## src/rtl/period_meter.sv

```systemverilog
// Measures rising-to-rising period and high time of an asynchronous input in clk cycles.
// Optional build macro PERIOD_METER_AVG_EN reports the mean of every 4 completed periods.
module period_meter #(
  parameter int unsigned CNT_W   = 24,
  parameter int unsigned TIMEOUT = 2500000
) (
  input  logic             clk,
  input  logic             rst_n,
  input  logic             sig_in,
  output logic [CNT_W-1:0] period,
  output logic [CNT_W-1:0] high_time,
  output logic             period_valid,
  output logic             timeout
);

  typedef enum logic [1:0] {IDLE, MEASURE, STALLED} state_e;

  localparam logic [CNT_W-1:0] TIMEOUT_C = CNT_W'(TIMEOUT);
  localparam logic [CNT_W-1:0] ONE_C     = CNT_W'(1);

  state_e           state_q, state_d;
  logic             sync1_q, sync2_q, hist_q;
  logic             rise;
  logic             at_limit;
  logic [CNT_W-1:0] cnt_q, cnt_d;
  logic [CNT_W-1:0] hicnt_q, hicnt_d;
  logic [CNT_W-1:0] period_q, period_d;
  logic [CNT_W-1:0] high_q, high_d;
  logic             valid_q, valid_d;
  logic             tout_q, tout_d;

`ifdef PERIOD_METER_AVG_EN
  logic [CNT_W+1:0] accp_q, accp_d;
  logic [CNT_W+1:0] acch_q, acch_d;
  logic [CNT_W+1:0] sum_p, sum_h;
  logic [1:0]       nper_q, nper_d;

  assign sum_p = accp_q + (CNT_W+2)'(cnt_q);
  assign sum_h = acch_q + (CNT_W+2)'(hicnt_q);
`endif

  assign rise     = sync2_q & ~hist_q;
  assign at_limit = (cnt_q == TIMEOUT_C);

  always_ff @(posedge clk or negedge rst_n) begin
    if (!rst_n) begin
      state_q  <= IDLE;
      sync1_q  <= 1'b0;
      sync2_q  <= 1'b0;
      hist_q   <= 1'b0;
      cnt_q    <= '0;
      hicnt_q  <= '0;
      period_q <= '0;
      high_q   <= '0;
      valid_q  <= 1'b0;
      tout_q   <= 1'b0;
`ifdef PERIOD_METER_AVG_EN
      accp_q   <= '0;
      acch_q   <= '0;
      nper_q   <= '0;
`endif
    end else begin
      state_q  <= state_d;
      sync1_q  <= sig_in;
      sync2_q  <= sync1_q;
      hist_q   <= sync2_q;
      cnt_q    <= cnt_d;
      hicnt_q  <= hicnt_d;
      period_q <= period_d;
      high_q   <= high_d;
      valid_q  <= valid_d;
      tout_q   <= tout_d;
`ifdef PERIOD_METER_AVG_EN
      accp_q   <= accp_d;
      acch_q   <= acch_d;
      nper_q   <= nper_d;
`endif
    end
  end

  // A rise coinciding with the timeout limit completes the period instead of stalling.
  always_comb begin
    state_d = state_q;
    case (state_q)
      IDLE, STALLED: if (rise) state_d = MEASURE;
      MEASURE:       if (!rise && at_limit) state_d = STALLED;
      default:       state_d = IDLE;
    endcase
  end

  always_comb begin
    cnt_d    = cnt_q;
    hicnt_d  = hicnt_q;
    period_d = period_q;
    high_d   = high_q;
    valid_d  = 1'b0;
    tout_d   = tout_q;
`ifdef PERIOD_METER_AVG_EN
    accp_d   = accp_q;
    acch_d   = acch_q;
    nper_d   = nper_q;
`endif
    case (state_q)
      IDLE, STALLED: begin
        cnt_d   = rise ? ONE_C : '0;
        hicnt_d = rise ? ONE_C : '0;
      end
      MEASURE: begin
        if (rise) begin
          cnt_d   = ONE_C;
          hicnt_d = ONE_C;
`ifdef PERIOD_METER_AVG_EN
          if (nper_q == 2'd3) begin
            period_d = CNT_W'(sum_p >> 2);
            high_d   = CNT_W'(sum_h >> 2);
            valid_d  = 1'b1;
            tout_d   = 1'b0;
            accp_d   = '0;
            acch_d   = '0;
            nper_d   = '0;
          end else begin
            accp_d   = sum_p;
            acch_d   = sum_h;
            nper_d   = nper_q + 2'd1;
          end
`else
          period_d = cnt_q;
          high_d   = hicnt_q;
          valid_d  = 1'b1;
          tout_d   = 1'b0;
`endif
        end else if (at_limit) begin
          cnt_d    = '0;
          hicnt_d  = '0;
          period_d = '0;
          high_d   = '0;
          tout_d   = 1'b1;
`ifdef PERIOD_METER_AVG_EN
          accp_d   = '0;
          acch_d   = '0;
          nper_d   = '0;
`endif
        end else begin
          cnt_d   = cnt_q + ONE_C;
          hicnt_d = hicnt_q + CNT_W'(sync2_q);
        end
      end
      default: begin
        cnt_d   = '0;
        hicnt_d = '0;
      end
    endcase
  end

  assign period       = period_q;
  assign high_time    = high_q;
  assign period_valid = valid_q;
  assign timeout      = tout_q;

endmodule

```

## config.mk

```make
export PLATFORM = sky130hd
export DESIGN_NAME = period_meter
export DESIGN_NICKNAME = d
export VERILOG_FILES = /design/src/rtl/period_meter.sv
export SDC_FILE = /design/constraint.sdc
export NUM_CORES = 1
export LEC_CHECK = 0
export CELL_PAD_IN_SITES_DETAIL_PLACEMENT = 1
export CELL_PAD_IN_SITES_GLOBAL_PLACEMENT = 2
export CORE_UTILIZATION = 35
export DETAILED_ROUTE_END_ITERATION = 10
export HOLD_SLACK_MARGIN = 0.08
export PLACE_DENSITY = 0.83
export SLEW_MARGIN = 20
export SYNTH_ARGS = -nofsm -noshare
export SYNTH_HDL_FRONTEND = slang
export SYNTH_SLANG_ARGS = --single-unit
```

## constraint.sdc

```tcl
create_clock -name clk -period 2.26 [get_ports clk]
set_clock_uncertainty 0.15 [all_clocks]
set_input_delay 0.226 -clock clk [delete_from_list [all_inputs] [get_ports clk]]
set_output_delay 0.226 -clock clk [all_outputs]
set_load 0.05 [all_outputs]
```

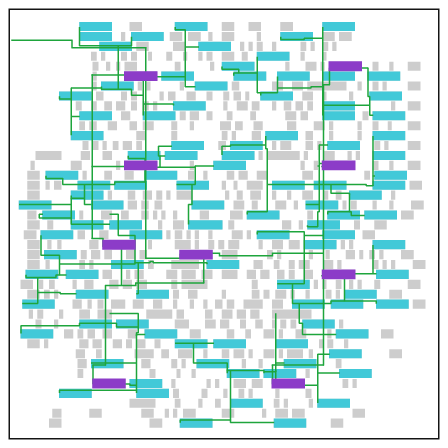
(clock network drawn from the DEF)
[clock wires] green | length: 1,410 µm
[flip-flops] cyan | count: 103
[clock drivers] purple | count: 9
flops lie: spread over the die
routed clock nets: 10

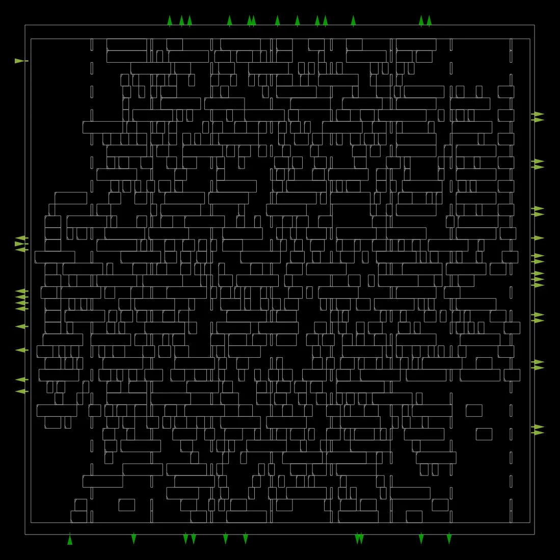
(placed standard cells)
flip-flops: 103
# rows: 41
final core occ: 46.0%
Seq area share: 43.7%
core region area: 12,800 µm²

==> reports/qor.txt <==
Max-cap violations = 0
Pre-CTS setup slack = -0.0311 ns
Reg power frac = 47.1%
Initial antenna violation count = 0
Cts bufs inserted = 9
Yosys cell count = 488
P_int = 3140 µW
Hold Path Class = in -> reg
FF-to-FF path depth = 8
Post-Synth Simple-Gate Area = 24.0%
CP Cell Sequence = inv_1, ha_1, nand4b_1, or3_4, nor4_4, buf_6, clkbuf_16, o21ai_0
Status = completed
EDFF count, synth = 0
Pre-antenna DRT Iters = 4
CP Class = reg -> reg
Complex Gates by Area = 10.4%
CTS sink count = 103
Largest net degree at the start of global routing = 46
Wire length per cell = 16.6 µm
Final worst slack = 0.0809 ns
Syn Std Cell Area = 4660 µm²
Clk ins delay skew pair = 0.36 ns
Clock slew seen by the registers of the worst setup and hold paths = 0.07 ns
Global-route wire length before repair = 20,500 µm
Peak supply drop = 0.454 mV
Req. time, crit path = 2.35 ns
Post-synth seq share = 55.3%
Final std cells w/o fill = 730
Crit path from = cnt_q[0]
Top non-seq family = simple AND/OR/NAND/NOR gates
Combinational Power Share = 13.9%
Final period utilization = 96.4%
Worst R2R End = high_time[19]
Max incr delay on CP = 0.45 ns
Vias in the first global route = 3,968
GP Congestion = 0.794
Sw power = 1240 µW
Syn-to-layout area delta = 26.6%
Slowest stage cell, crit path = dfrtp_2
Slew @ Worst Pin = 0.524 ns
Fin. max-slew vios = 0
Cell total after placement = 710
Instance count on the critical path = 8
CP arrival = 2.27 ns
WHS = 0.161 ns
Post-synthesis cell count = 488
Fill count = 1,503
Die Span X = 117 µm
H-tree Lvls = 3
Final setup vio count = 0
Post-Synth Adder-Cell Area = 1.07%
Chip area = 13,800 µm²
Layout cell share with drive strength beyond 1 = 11.3%
Pwr dens = 741 nW/µm²
Top-count cell post-synth = nand2_1
ANT nets after route = 0
[metal layers]
metal  part of all wire [%]  track usage [%]
met3                    2.3             2.92
met1                     51             26.2
met4                    1.7             8.28
met5                      0                0
met2                     45             28.1
[worst min-delay path by stage]
stage,start,end,slack [ns],cells after the start
6_report,sig_in,sync1_q,0.16,1
5_1_grt,sig_in,sync1_q,0.16,1
4_1_cts,sig_in,sync1_q,0.16,1
3_5_place_dp,rst_n,period_valid,0.09,1
3_3_place_gp,rst_n,period_valid,0.08,1
2_1_floorplan,rst_n,cnt_q[0],-0.22,0
[final cells by class]
cell class | count | area [µm²] | share of cell area, %
Clock buffer | 10 | 229 | 3.88
Clock inverter | 6 | 92.6 | 1.57
Timing Repair Buffer | 84 | 836 | 14.2
Sequential cell | 103 | 2580 | 43.7
Tap cell | 172 | 215 | 3.65
Multi-Input combinational cell | 347 | 1920 | 32.6
Inverter | 8 | 30.0 | 0.509
[registers in the layout, summed over array words and instances (netlist names)]
| signal | count |
|---|---|
| hicnt_q | 24 |
| hist_q | 1 |
| cnt_q | 24 |
| state_q | 2 |
| timeout | 1 |
| sync1_q | 1 |
| sync2_q | 1 |
| period | 24 |
| high_time | 24 |
| period_valid | 1 |
[power by group through the flow]
stage	Sequential (µW)	Clock, µW	Combinational [µW]
finish	2060	1710	608
global placement	2090	0	595
detailed placement	2100	0	611
CTS	2060	1750	615
floorplan	2220	0	231
global route	2080	1820	674
[what timing repair did]
action | in CTS | in global routing
setup buffers | 0 | 2
gates resized | 0 | 7
endpoints found under the setup margin | 46 | 52
pin swaps | 1 | 2
hold endpoints to repair | 34 | 0
hold buffers | 1 | 0
gates cloned | 0 | 1
No activity file was given, so power comes from the tool's default toggle rates.
